--- src/rtl/pc_fetch_pkg.sv ---
// Shared types and constants for the IF-stage PC sequencer.
// State enum, PC increment and default reset/trap vectors.
package pc_fetch_pkg;

  typedef enum logic [1:0] {
    BOOT,
    RUN,
    FLUSH
  } state_t;

  localparam logic [31:0] PC_INCR          = 32'd4;
  localparam logic [31:0] RESET_VECTOR_DEF = 32'h0000_0000;
  localparam logic [31:0] TRAP_VECTOR_DEF  = 32'h0000_0100;

  function automatic logic [31:0] clr_bit0(
    input logic [31:0] a
  );
    return a & ~32'h1;
  endfunction

endpackage

--- src/rtl/pc_fetch_sequencer_flush_counter.sv ---
// Flush cycle counter: load, decrement-with-enable, zero flag.
// Ports: clk, rst, load, load_val[2:0], dec, cnt[2:0], zero.
module flush_counter (
  input  logic       clk,
  input  logic       rst,
  input  logic       load,
  input  logic [2:0] load_val,
  input  logic       dec,
  output logic [2:0] cnt,
  output logic       zero
);

  always_ff @(posedge clk) begin
    if (rst) begin
      cnt <= 3'd0;
    end else if (load) begin
      cnt <= load_val;
    end else if (dec && cnt != 3'd0) begin
      cnt <= cnt - 3'd1;
    end
  end

  assign zero = (cnt == 3'd0);

endmodule

--- src/rtl/pc_fetch_sequencer.sv ---
// Fetch PC generator with redirect, stall hold and timed flush.
// Ports: clk, rst (sync, high), stall, branch_taken/branch_target,
// jump/jump_target in; pc, nop, redirected, misaligned out.
// Optional: PC_ALIGN_CHECK_EN traps on targets with bit1 set.
module pc_fetch_sequencer
  import pc_fetch_pkg::*;
#(
  parameter logic [31:0] RESET_VECTOR = RESET_VECTOR_DEF,
  parameter int          FLUSH_DEPTH  = 2,
  parameter logic [31:0] TRAP_VECTOR  = TRAP_VECTOR_DEF
) (
  input  logic        clk,
  input  logic        rst,
  input  logic        stall,
  input  logic        branch_taken,
  input  logic [31:0] branch_target,
  input  logic        jump,
  input  logic [31:0] jump_target,
  output logic [31:0] pc,
  output logic        nop,
  output logic        redirected,
  output logic        misaligned
);

  localparam logic [2:0] FLUSH_LOAD = 3'(FLUSH_DEPTH - 1);

  state_t      state;
  state_t      state_n;
  logic [31:0] pc_n;
  logic        nop_n;
  logic        red_n;
  logic        mis_n;

  logic        redirect;
  logic [31:0] target;
  logic [31:0] redir_pc;
  logic        redir_mis;

  logic        cnt_load;
  logic        cnt_dec;
  logic [2:0]  cnt;
  logic        cnt_zero;

  // EX branch is older than the ID jump, so it wins.
  assign redirect = branch_taken | jump;
  assign target   = branch_taken ? branch_target
                                 : jump_target;

`ifdef PC_ALIGN_CHECK_EN
  always_comb begin
    redir_pc  = clr_bit0(target);
    redir_mis = 1'b0;
    if (target[1]) begin
      redir_pc  = TRAP_VECTOR;
      redir_mis = 1'b1;
    end
  end
`else
  logic unused_trap;
  assign unused_trap = ^TRAP_VECTOR;
  assign redir_pc    = clr_bit0(target);
  assign redir_mis   = 1'b0;
`endif

  flush_counter u_flush_counter (
    .clk      (clk),
    .rst      (rst),
    .load     (cnt_load),
    .load_val (FLUSH_LOAD),
    .dec      (cnt_dec),
    .cnt      (cnt),
    .zero     (cnt_zero)
  );

  always_comb begin
    state_n  = state;
    pc_n     = pc;
    nop_n    = nop;
    red_n    = 1'b0;
    mis_n    = 1'b0;
    cnt_load = 1'b0;
    cnt_dec  = 1'b0;
    unique case (state)
      BOOT: begin
        // Pipeline empty: redirects are ignored.
        state_n = RUN;
        nop_n   = 1'b0;
      end
      RUN: begin
        if (redirect) begin
          state_n  = FLUSH;
          pc_n     = redir_pc;
          nop_n    = 1'b1;
          red_n    = 1'b1;
          mis_n    = redir_mis;
          cnt_load = 1'b1;
        end else begin
          nop_n = 1'b0;
          if (!stall) begin
            pc_n = pc + PC_INCR;
          end
        end
      end
      FLUSH: begin
        if (redirect) begin
          pc_n     = redir_pc;
          nop_n    = 1'b1;
          red_n    = 1'b1;
          mis_n    = redir_mis;
          cnt_load = 1'b1;
        end else if (!stall) begin
          pc_n = pc + PC_INCR;
          if (cnt_zero) begin
            state_n = RUN;
            nop_n   = 1'b0;
          end else begin
            cnt_dec = 1'b1;
            nop_n   = 1'b1;
          end
        end else begin
          nop_n = 1'b1;
        end
      end
      default: begin
        state_n = BOOT;
        nop_n   = 1'b1;
      end
    endcase
  end

  always_ff @(posedge clk) begin
    if (rst) begin
      state      <= BOOT;
      pc         <= RESET_VECTOR;
      nop        <= 1'b1;
      redirected <= 1'b0;
      misaligned <= 1'b0;
    end else begin
      state      <= state_n;
      pc         <= pc_n;
      nop        <= nop_n;
      redirected <= red_n;
      misaligned <= mis_n;
    end
  end

endmodule

--- config.mk ---
export PLATFORM = sky130hd
export DESIGN_NAME = pc_fetch_sequencer
export DESIGN_NICKNAME = d
export VERILOG_FILES = /design/src/rtl/pc_fetch_pkg.sv /design/src/rtl/pc_fetch_sequencer_flush_counter.sv /design/src/rtl/pc_fetch_sequencer.sv
export SDC_FILE = /design/constraint.sdc
export NUM_CORES = 1
export LEC_CHECK = 0
export CORE_AREA = 2 2 78 80
export CTS_CLUSTER_SIZE = 14
export DETAILED_ROUTE_END_ITERATION = 8
export DIE_AREA = 0 0 80 82
export PLACE_DENSITY = 0.92
export SYNTH_ARGS = -nofsm -noshare
export SYNTH_HDL_FRONTEND = slang
export SYNTH_SLANG_ARGS = --single-unit
--- constraint.sdc ---
create_clock -name clk -period 4.5 [get_ports clk]
set_clock_uncertainty 0.2 [all_clocks]
set_input_delay 0.9 -clock clk [delete_from_list [all_inputs] [get_ports clk]]
set_output_delay 0.9 -clock clk [all_outputs]
set_load 0.1 [all_outputs]
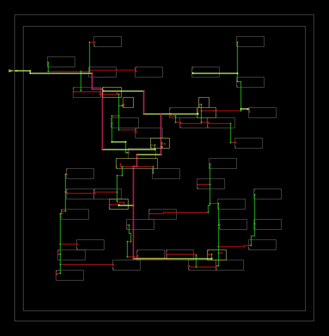
(images/clocks.png)
clk_lat worst skew: 0.31 ns
CTS Buf Count: 5
clock sinks: 38

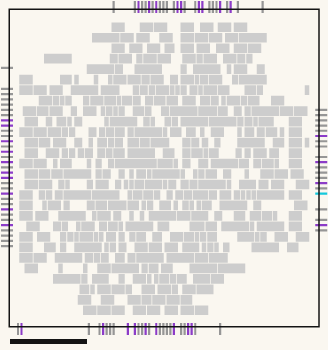
(images/io_placement.png)
Bar = 20 microns. Pins as bars across the die edge, other pins in gray.
color	port	pins	direction	edge
purple	jump_target	32	input	10 left, 9 bottom, 9 top, 4 right
cyan	redirected	1	output	right
Die Ht: 82 microns
die width: 80 microns
PortBufs: 99

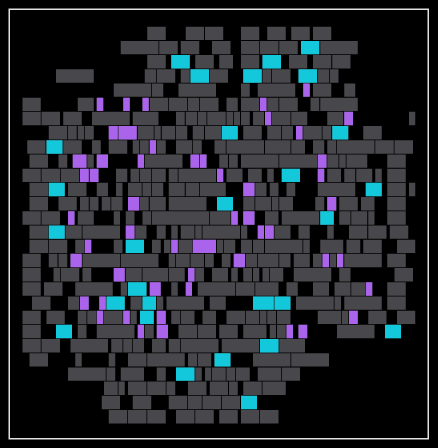
(images/logic_types.png)
color	family	cells
purple	nor cells	52
cyan	non-inverting ao/oa cells	28
Comb/total area: 45.0%
Layout Cells excl Fill: 507
most numerous logic cell after layout: clkdlybuf4s50_1

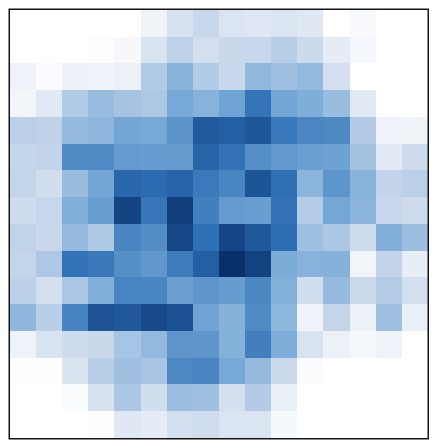
(images/metal_density.png)
The die is cut into 16 by 16 equal tiles; white is low, dark blue is high, scaled to the fullest tile. Values are wire area over tile area, all layers added.
densest ninth of the die	center
fullest tile	0.71
mean over tiles	0.24
nearly empty tiles	17%
emptiest ninth of the die	lower right
tiles over half the peak	30%
total detailed-routing wirelength: 9.31 mm
DR WL/cell: 18.4 microns
GRT Overall Usage: 28.2%
total number of vias: 3313

==> reports/results.tsv <==
metric	value	unit
grt_pass1_vias	3120	
setup-violations-final	0	
place_congestion	0.915	
status	finished clean	
fillers	494	
core_util_floorplan	45.6	%
top_cells_by_count	dfxtp_1 (38), o21ai_0 (28), nor2_1 (27)	
hp-start	pc[1]	
postPlaceCellArea	3670	sq um
syn_to_final_growth	44.5	%
dieArea	6560	sq um
clk_share	3.01	%
period_minus_slack	3.28	ns
synth.most_common_cell	dfxtp_1	
core	5750	sq um
worst_pin_slew	0.995	ns
grt_antenna_before_repair	0	
synth_cell_types	66	
pwr-share-seq	26.5	%
drive_gt1_share	6.02	%
yosys.area_share.simple	22.6	%
yosysWarnings	0	
ys_area	2620	sq um
clkbuf_count	5	
path_clk_slew	0.09	ns
cpMostUsedCell	buf_4	
cts_setup_buffers	0	
pg_seq	0.506	mW
top_register	pc	
logic_gates	264	
hold_viol	0	
path_cells	clkdlybuf4s50_1 -> nor2b_1 -> buf_4 -> buf_4 -> a221o_1 -> a21oi_1 -> a211oi_1	
hold_buffers	0	
synthArstFlopShare	0	%
edf_count	0	
design_area	3780	sq um
seq_cells	38	
yosys.stat.seqShare	29.0	%
power_frac_clock	16.0	%
ys_sh_xor	0.669	%
ys.flop_type	dfxtp_1	
met2_usage	49.2	%
vias_per_cell	6.53	
synthMuxAreaShare	3.87	%
ys_cells	340	
dp_hpwl	6.63	mm
end_kind	register	
critPathSlowestCell	clkdlybuf4s50_1	
syn_avg_cell_area	7.70	sq um
biggestCellCategory	logic gates	
worstPathBufferInverterCount	3	
cts_resized	0	
cpLargestDelayFamily	buffers and inverters	
first_pass_iters	6	
fin_setup_tns	0	ns
relSlewSlack	33.4	%
netSwitchingFraction	52.9	%
ant_nets	0	
grt_max_degree	34	
synthAdderAreaFrac	3.34	%
taps	75	
cts_tree	done	
maxCapViolCount	0	
cp_data_required_time	4.52	ns
p_comb_share	57.5	%
inverters	13	
final_nets	507	
grt_overflow	0	
clockRootBuffer	clkbuf_8	
p_switching	1.01	mW
logic_family	AND-OR/OR-AND gates	
grt_pass1_wl	14.6	mm
aoi_share	34.1	%
register_area	761	sq um
cp-startpoint	jump	
synth_top_area_share	29.0	%
synth_flops	38	
yosys.area.top_type	dfxtp_1	
post-place-ws	0.962	ns
start_kind	primary input	
synthTopCellsByArea	dfxtp_1 (29%), o21ai_0 (5.4%), a21oi_1 (4.0%)	
fin_crit_sh	73.0	%
min_path_type	reg -> reg	
clock_path_buffers	2	
fin_ws	1.22	ns
warnings	32	
r2r_start	state[0]	
intPower	0.900	mW
drcViolationCount	0	
largest_reg_flops	31	
[stage by stage]
stage | hold slack, ns | utilization [%] | power [mW] | instances
6_report | 0.310 | 65.9 | 1.91 | 507
3_5_place_dp | 0.293 | 63.9 | 1.60 | 499
2_1_floorplan | 0.279 | - | 1.29 | 341
5_1_grt | 0.350 | 65.9 | 1.99 | 507
4_1_cts | 0.305 | 65.9 | 1.89 | 507
3_3_place_gp | 0.285 | 63.9 | 1.57 | 499
[final timing paths]
check           end  slack [ns]  cells past startpoint
max          pc[22]        1.22                      7
min reg2reg   pc[1]        0.31                      2
min           pc[1]        0.31                      2
max reg2reg  pc[16]        1.74                      6
[layer usage]
layer	part of all wire [%]	vias up
met2	49	258
li1	-	1486
met5	0	-
met4	3.0	0
met3	11	40
met1	37	1529
Power is estimated from default activity; no workload was simulated.
